`src/rtl/i2s_tdm_rx.sv`:
```
// I2S / left-justified TDM serial audio receiver: locks to the frame sync,
// assembles CHANNELS slots per frame and hands whole frames over valid/ready.
module i2s_tdm_rx #(
    parameter int WIDTH     = 16,
    parameter int SLOT_BITS = 16,
    parameter int CHANNELS  = 2,
    parameter int MODE      = 0
) (
    input  logic                      sclk,
    input  logic                      rst,
    input  logic                      ws_i,
    input  logic                      sdata_i,
    output logic [CHANNELS*WIDTH-1:0] frame_o,
    output logic                      frame_valid_o,
    input  logic                      frame_ready_i,
    output logic                      locked_o,
    output logic                      frame_err_o,
    output logic                      overrun_o
);

    localparam int OFF_W = $clog2(SLOT_BITS);
    localparam int SL_W  = $clog2(CHANNELS);
    localparam int FW    = CHANNELS * WIDTH;

    typedef enum logic {HUNT, RECV} state_t;

    state_t            state, state_n;
    logic              ws_d;
    logic [OFF_W-1:0]  off_q, off_n, cap_off, inc_off;
    logic [SL_W-1:0]   slot_q, slot_n, cap_slot, inc_slot;
    logic [FW-1:0]     acc_q, acc_n;
    logic              fs, first, last, off_wrap;
    logic              cap, done, err;

    assign fs       = ws_d & ~ws_i;
    assign first    = (off_q == '0) && (slot_q == '0);
    assign last     = (off_q == OFF_W'(SLOT_BITS-1)) && (slot_q == SL_W'(CHANNELS-1));
    assign locked_o = (state == RECV);

    // (slot_q, off_q) addresses the frame bit captured on the current edge
    assign off_wrap = (off_q == OFF_W'(SLOT_BITS-1));
    assign inc_off  = off_wrap ? '0 : off_q + 1'b1;
    assign inc_slot = !off_wrap ? slot_q :
                      (slot_q == SL_W'(CHANNELS-1)) ? '0 : slot_q + 1'b1;

    always_comb begin
        state_n  = state;
        off_n    = off_q;
        slot_n   = slot_q;
        cap      = 1'b0;
        cap_off  = off_q;
        cap_slot = slot_q;
        done     = 1'b0;
        err      = 1'b0;
        case (state)
            HUNT: begin
                off_n  = '0;
                slot_n = '0;
                if (fs) begin
                    state_n = RECV;
                    if (MODE != 0) begin
                        cap      = 1'b1;
                        cap_off  = '0;
                        cap_slot = '0;
                        off_n    = OFF_W'(1);
                    end
                end
            end
            default: begin
                if (MODE == 0) begin
                    // I2S: the next frame's sync coincides with our last bit
                    if (last) begin
                        cap    = 1'b1;
                        done   = 1'b1;
                        off_n  = '0;
                        slot_n = '0;
                        if (!fs) begin
                            err     = 1'b1;
                            state_n = HUNT;
                        end
                    end else if (fs) begin
                        err    = 1'b1;
                        off_n  = '0;
                        slot_n = '0;
                    end else begin
                        cap    = 1'b1;
                        off_n  = inc_off;
                        slot_n = inc_slot;
                    end
                end else begin
                    // Left-justified: sync edge also carries bit 0
                    if (fs) begin
                        err      = !first;
                        cap      = 1'b1;
                        cap_off  = '0;
                        cap_slot = '0;
                        off_n    = OFF_W'(1);
                        slot_n   = '0;
                    end else if (first) begin
                        err     = 1'b1;
                        state_n = HUNT;
                    end else begin
                        cap    = 1'b1;
                        done   = last;
                        off_n  = inc_off;
                        slot_n = inc_slot;
                    end
                end
            end
        endcase
    end

    // Pad bits (slot offset >= WIDTH) never match a target position
    always_comb begin
        acc_n = acc_q;
        for (int s = 0; s < CHANNELS; s++) begin
            for (int b = 0; b < WIDTH; b++) begin
                if (cap && cap_slot == SL_W'(s) && cap_off == OFF_W'(WIDTH-1-b))
                    acc_n[s*WIDTH+b] = sdata_i;
            end
        end
    end

    always_ff @(posedge sclk or negedge rst) begin
        if (!rst) begin
            state         <= HUNT;
            ws_d          <= 1'b0;
            off_q         <= '0;
            slot_q        <= '0;
            acc_q         <= '0;
            frame_o       <= '0;
            frame_valid_o <= 1'b0;
            frame_err_o   <= 1'b0;
            overrun_o     <= 1'b0;
        end else begin
            state       <= state_n;
            ws_d        <= ws_i;
            off_q       <= off_n;
            slot_q      <= slot_n;
            acc_q       <= acc_n;
            frame_err_o <= err;
            overrun_o   <= 1'b0;
            if (done && (!frame_valid_o || frame_ready_i)) begin
                frame_o       <= acc_n;
                frame_valid_o <= 1'b1;
            end else if (done) begin
                overrun_o <= 1'b1;
            end else if (frame_valid_o && frame_ready_i) begin
                frame_valid_o <= 1'b0;
            end
        end
    end

endmodule

```
`config.mk`:
```
export PLATFORM = sky130hd
export DESIGN_NAME = i2s_tdm_rx
export DESIGN_NICKNAME = d
export VERILOG_FILES = /design/src/rtl/i2s_tdm_rx.sv
export SDC_FILE = /design/constraint.sdc
export NUM_CORES = 1
export LEC_CHECK = 0
export CORE_UTILIZATION = 45
export DETAILED_ROUTE_END_ITERATION = 8
export PLACE_DENSITY = 0.67
export SKIP_LAST_GASP = 1
export SYNTH_ARGS = -nofsm -noshare
export SYNTH_HDL_FRONTEND = slang
export SYNTH_SLANG_ARGS = --single-unit
```
`constraint.sdc`:
```
create_clock -name sclk -period 6.2 [get_ports sclk]
set_input_delay 0.62 -clock sclk [delete_from_list [all_inputs] [get_ports sclk]]
set_output_delay 0.62 -clock sclk [all_outputs]
set_load 0.005 [all_outputs]
```
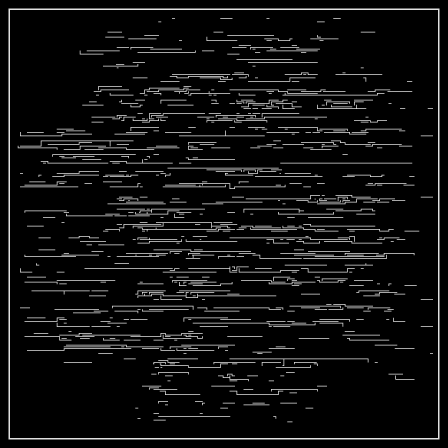
(run_1/layer_met1.png)
longest straight run: 27.6 µm
wire length on this layer: 2850 µm
nets with wire on the layer: 285

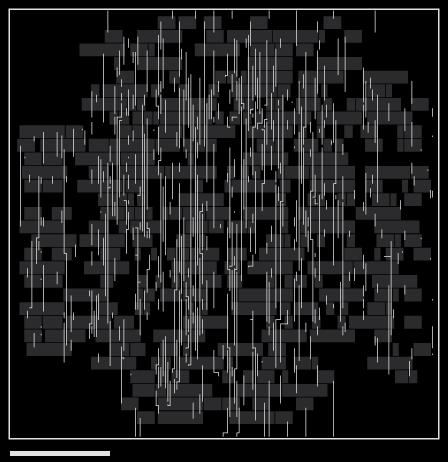
(run_1/layer_met2.png)
The bar under the picture is 20 µm long.
wire length on this layer: 2630 µm
main direction: vertical
nets with wire on the layer: 280

==> impl_metrics.yaml, run 1 <==
# physical design summary
setup_path:
  crit_path_frequent_cell: "ha_1"
  start_kind: "register"
  crit_path_end_kind: "register"
finish:
  sh_seq_area_pct: 49.12
  bufAreaShareNonClock_pct: 10.89
routing:
  drc_errors: 0
  drt-met1-wl_mm: 2.847
  viasPerCell: 5.196
sta:
  setup_slack_ns: 3.500
  finalHoldViolCount: 0
  layout_min_cycle_time_ns: 2.700
  fmax_ghz: 0.3703
run_status:
  outcome: "complete, no violations"
power:
  power_frac_seq_pct: 51.0
  p_comb_share_pct: 14.5
  p_total_mw: 1.149
floorplanning:
  fp.dieW_um: 85.49
  die_area_um2: 7309
yosys:
  ys_warn_count: 0
  syn_area_um2: 3137
  simple_gate_area_share_pct: 10.49
clock_tree:
  ctsResizeCount: 0
  root_buffer: "clkbuf_8"
  clk_pin_slew_ns: 0.08
grt:
  met3_usage_pct: 3.946
  grt_pass1_wl_mm: 9.977
  met2_usage_pct: 27.42
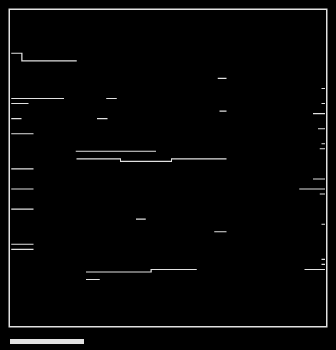
(run_1/layer_met3.png)
The bar under the picture is 20 µm long.
share of all routed wire: 3.7%
wire length on this layer: 212 µm
main direction: horizontal
nets with wire on the layer: 25

==> run 1: synth_stat cells, types with 4 or more instances <==
cell type,instances,area (µm²)
nand3_1,4,20.02
nand4b_1,4,35.03
buf_2,5,25.02
a31oi_1,8,50.05
nor3_1,4,20.02
nand2b_1,5,31.28
nor2_1,4,15.01
or2_2,5,31.28
nand2_1,15,56.30
mux2i_1,20,200.2
mux2_2,17,191.4
dfrtp_1,74,1852
o21ai_0,44,220.2
ha_1,6,75.07
inv_1,25,93.84
==> run 1: path summary, 6_finish.rpt <==
check	startpoint	cells after the start	end	slack (ns)
worst max-delay path	off_q[0]	7	acc_q[15]	3.50
min in group sclk	frame_o[4]	1	frame_o[4]	0.51
worst min register to register	frame_o[4]	1	frame_o[4]	0.51
worst min-delay path	rst	2	frame_o[25]	0.47
max in group asynchronous	rst	2	frame_err_o	5.10
worst max register to register	off_q[0]	7	acc_q[15]	3.50
==> run 1: state kept, by name, summed over array words and instances (netlist names) <==
name,count
frame_valid_o,1
overrun_o,1
ws_d,1
slot_q,1
acc_q,32
off_q,4
frame_o,32
frame_err_o,1
locked_o,1
==> run 1: worst max-delay path: cells and delay by family (launching register included) <==
family | cells | cell delay [ns]
DFF | 1 | 0.45
and+or+nand+nor | 3 | 1.10
muxes | 1 | 0.35
adders and majority gates | 2 | 0.59
buffers and inverters | 1 | 0.10
==> run 1: layout by cell type, fill, tap and decap left out, drive strengths merged, types with 2 or more instances in the layout <==
cell and count:
nor2 4, nand4b 4, nor3 4, nand4bb 3
ha 6, clkinvlp 3, dfrtp 74, nor2b 3
or2 5, mux2i 20, nor3b 2, buf 3
a31oi 8, a21oi 2, nand2b 5, clkbuf 11
clkdlybuf4s50 39, mux2 17, inv 26, o21ai 44
nand3 5, nand2 15
==> run_1/congestion.png <==
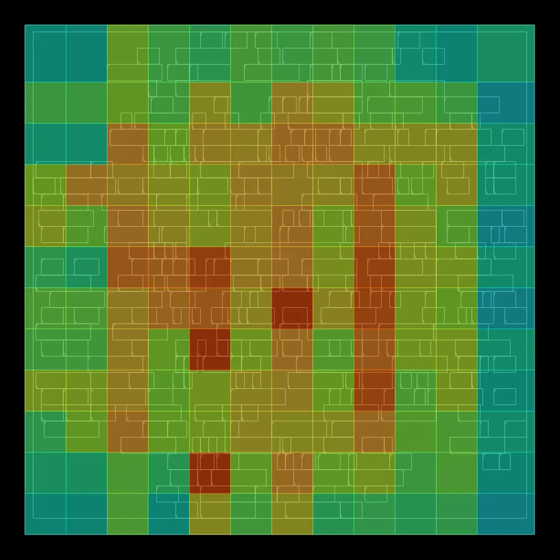

## Run 2: what changed since run 1
clock period = 2.8 ns   (was 6.2 ns; I/O delays follow)
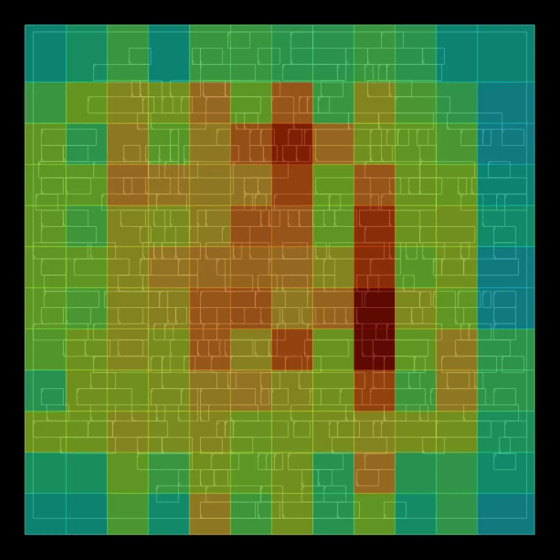
(run_2/congestion.png)
met1 Usage GRT: 25.58%
routed wire length per instance: 15.05 µm

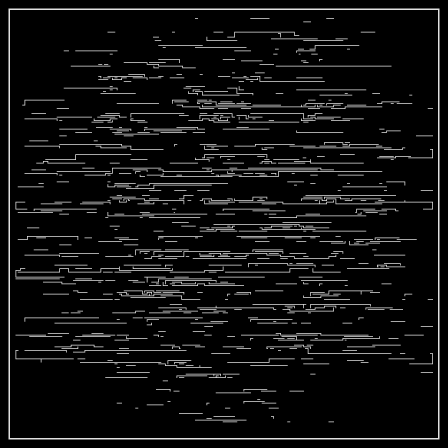
(run_2/layer_met1.png)
share of all routed wire: 49%
longest straight run: 23.0 µm
wire length on this layer: 2910 µm
nets with wire on the layer: 291
main direction: horizontal

==> impl_metrics.yaml, run 2 <==
# physical design summary
run_status:
  outcome: "complete, no violations"
setup_path:
  crit_slowest_cell: "dfrtp_1"
  start_kind: "register"
  cp.depth: 7
  worst-path-buf-inv: 1
  crit_path_end_kind: "register"
  rr_worst_depth: 7
  critical_path.max_stage_delay_ns: 0.45
  crit_path_frequent_cell: "ha_1"
  crit_family: "simple AND/OR/NAND/NOR gates"
yosys:
  common_cells: "dfrtp_1, o21ai_0, inv_1, mux2i_1, mux2_2"
  syn_area_um2: 3137
  synthTopCellsByArea: "dfrtp_1, o21ai_0, mux2i_1, mux2_2, inv_1"
  yosysMostFrequentCell: "dfrtp_1"
  ys_warn_count: 0
  yosysTopAreaCellShare_pct: 59.03
  synth.largest_area_cell: "dfrtp_1"
finish:
  largest_registers: "acc_q: 32 flops, frame_o: 32 flops, off_q: 4 flops"
  logic_area_um2: 1101
  nFillCells: 598
  final_cell_mix: "dfrtp_1, o21ai_0, clkdlybuf4s50_1"
  mostFrequentLayoutCell: "dfrtp_1"
sta:
  finalCritPeriodShare_pct: 87.26
  fmax_ghz: 0.4093
  finalHoldViolCount: 0
  layout_min_cycle_time_ns: 2.443
routing:
  viasPerCell: 5.266
  drc_errors: 0
  drt-met1-wl_mm: 2.908
clock_tree:
  clk_pin_slew_ns: 0.07
  ctsResizeCount: 0
  root_buffer: "clkbuf_8"
grt:
  grt_pass1_wl_mm: 10.32
  met2_usage_pct: 28.00
floorplanning:
  fp.dieW_um: 85.49
  die_h_um: 85.49
  die_area_um2: 7309
power:
  p_total_mw: 2.467
  p_comb_share_pct: 17.7
  power_frac_seq_pct: 51.1
hold_path:
  hold_path_depth: 1
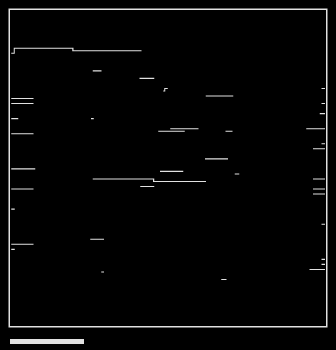
(run_2/layer_met3.png)
The bar under the picture is 20 µm long.
share of all routed wire: 3.1%
longest straight run: 18.4 µm
wire length on this layer: 183 µm
nets with wire on the layer: 30

## run 2: kinds of logic (layout without fill, tap and decap cells)
group	after synthesis	in the layout	synth area share (%)
buffers and inverters	36	89	5.863
muxes	37	37	12.48
DFF	74	74	59.03
and+or+nand+nor	55	55	10.49
xor gates and xnor gates	2	2	0.5585
adders and majority gates	6	6	2.393
AOI/OAI and AO/OA	55	55	9.174
## run 2: per-stage QoR
stage	cell area, µm²	setup WS, ns	util (%)
after floorplan	3137	0.5394	-
final	3800	0.3567	56.24
after CTS	3800	0.3420	56.24
after detailed placement	3607	0.3586	53.39
after global placement	3607	0.4294	53.39
after global routing	3800	0.1655	56.24
## run 2: path summary, 6_finish.rpt
check                          from           to  slack (ns)
max                        off_q[0]  frame_o[18]        0.36
max reg2reg                off_q[0]  frame_o[18]        0.36
min in group asynchronous       rst   frame_o[2]        0.41
min                            ws_i         ws_d        0.39
max in group asynchronous       rst    acc_q[15]        1.65
min reg2reg                acc_q[8]   frame_o[8]        0.51
## run 2: final cells by class
type                            instances  area share, %
Multi-Input combinational cell        155          28.98
Inverter                               25          2.470
Sequential cell                        74          48.73
Timing Repair Buffer                   48          12.38
Tap cell                               80          2.634
Clock buffer                           14          4.544
Clock inverter                          2         0.2634
## run 2: power by group through the flow
stage          registers, mW  clock network [mW]  logic (mW)
6_report                1.26               0.769       0.437
5_1_grt                 1.28               0.825       0.492
2_1_floorplan           1.27                   0       0.297
4_1_cts                 1.26               0.784       0.438
3_5_place_dp            1.28                   0       0.436
3_3_place_gp            1.28                   0       0.426
## Run 3: what changed since run 2
CAP_MARGIN = 5   (was unset)
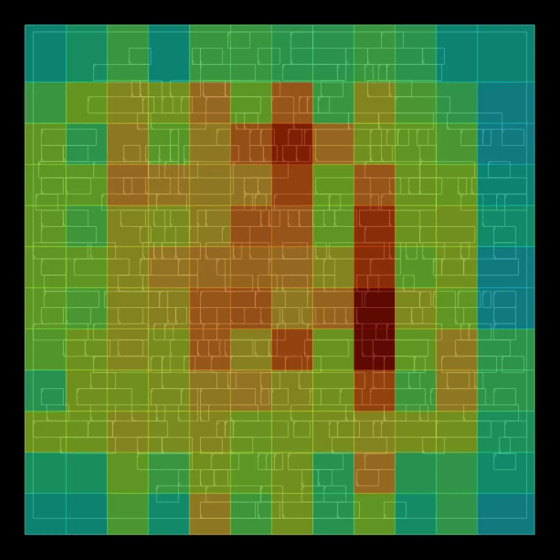
(run_3/congestion.png)
GR Util met3: 3.176%
Finished Core Util: 56.24%
M2 GR Usage: 28.00%
GRT Overall Usage: 18.51%

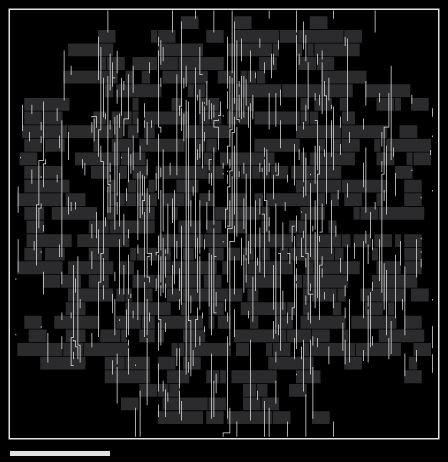
(run_3/layer_met2.png)
The bar under the picture is 20 µm long.
share of all routed wire: 46%
main direction: vertical

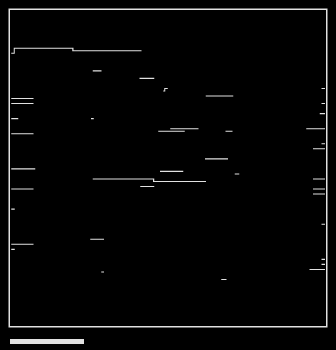
(run_3/layer_met3.png)
The bar under the picture is 20 µm long.
longest straight run: 18.4 µm
wire length on this layer: 183 µm
share of all routed wire: 3.1%
nets with wire on the layer: 30

==> impl_metrics.yaml, run 3 <==
# physical design summary
yosys:
  syn_area_um2: 3137
  ys_warn_count: 0
  common_cells: "dfrtp_1, o21ai_0, inv_1, mux2i_1, mux2_2"
  logic_family: "multiplexers"
  yosysMostFrequentCell: "dfrtp_1"
  yosysTopAreaCellShare_pct: 59.03
  synthTopCellsByArea: "dfrtp_1, o21ai_0, mux2i_1, mux2_2, inv_1"
  adder_share_pct: 2.393
  simple_gate_area_share_pct: 10.49
finish:
  mostFrequentLayoutCell: "dfrtp_1"
  final_cell_mix: "dfrtp_1, o21ai_0, clkdlybuf4s50_1"
  post-route-cell-area_um2: 3800
  largest_registers: "acc_q: 32 flops, frame_o: 32 flops, off_q: 4 flops"
clock_tree:
  root_buffer: "clkbuf_8"
  ctsResizeCount: 0
power:
  seq_cell_power_mw: 1.26
  powerComb_uw: 437
  clock_net_power_uw: 769
  p_total_mw: 2.467
  power_frac_seq_pct: 51.1
placed_design:
  placed_cell_area_um2: 3607
  post-place-ws_ns: 0.3586
sta:
  fmax_ghz: 0.4093
  layout_min_cycle_time_ns: 2.443
  setup_slack_ns: 0.3567
setup_path:
  start_kind: "register"
routing:
  drt-wirelength-per-cell_um: 15.05
  viasPerCell: 5.266
floorplanning:
  die_h_um: 85.49
run_status:
  outcome: "complete, no violations"
run 3: cell counts in the layout (fill, tap and decap cells not counted):
Identical to the previous run, type by type.
run 3: logic make-up (layout without fill, tap and decap cells):
family / count (synthesis) / in the layout
multiplexers: 37 / 37
XOR/XNOR: 2 / 2
flip-flops: 74 / 74
AND/OR/NAND/NOR: 55 / 55
adder cells (fa/ha/maj): 6 / 6
AND-OR/OR-AND: 55 / 55
buffers and inverters: 36 / 89
run 3: path summary, 6_finish.rpt:
path                          start           to  slack (ns)  cells after the start
setup / recovery           off_q[0]  frame_o[18]        0.36                      7
min in group asynchronous       rst   frame_o[2]        0.41                      2
hold / removal                 ws_i         ws_d        0.39                      1
setup reg to reg           off_q[0]  frame_o[18]        0.36                      7
hold reg to reg            acc_q[8]   frame_o[8]        0.51                      1
max in group asynchronous       rst    acc_q[15]        1.65                      3
run 3: critical path, cell delays in order, from the launching register on:
cell and delay (ns):
dfrtp_1 0.45, ha_1 0.31, and4_1 0.24, inv_1 0.05
ha_1 0.27, nand4b_1 0.45, or2_2 0.44, a31oi_1 0.14
run 3: layer usage:
layer  part of all wire [%]  global-route usage (%)  vias up
met1                     49                   25.58     1028
met5                      0                       0        -
met2                     46                   28.00       45
li1                       -                       -     1010
met4                    2.5                   10.15        0
met3                    3.1                   3.176       13
run 3: layout make-up:
| cell class | instances | area (µm²) | share of cell area, % |
|---|---|---|---|
| clock inverter | 2 | 10.01 | 0.2634 |
| inverter | 25 | 93.84 | 2.470 |
| tap | 80 | 100.1 | 2.634 |
| timing repair buffer | 48 | 470.5 | 12.38 |
| clock buffer | 14 | 172.7 | 4.544 |
| multi-input combinational | 155 | 1101 | 28.98 |
| sequential | 74 | 1852 | 48.73 |
Power figures rest on the tool's default switching activity, not on a simulated workload.
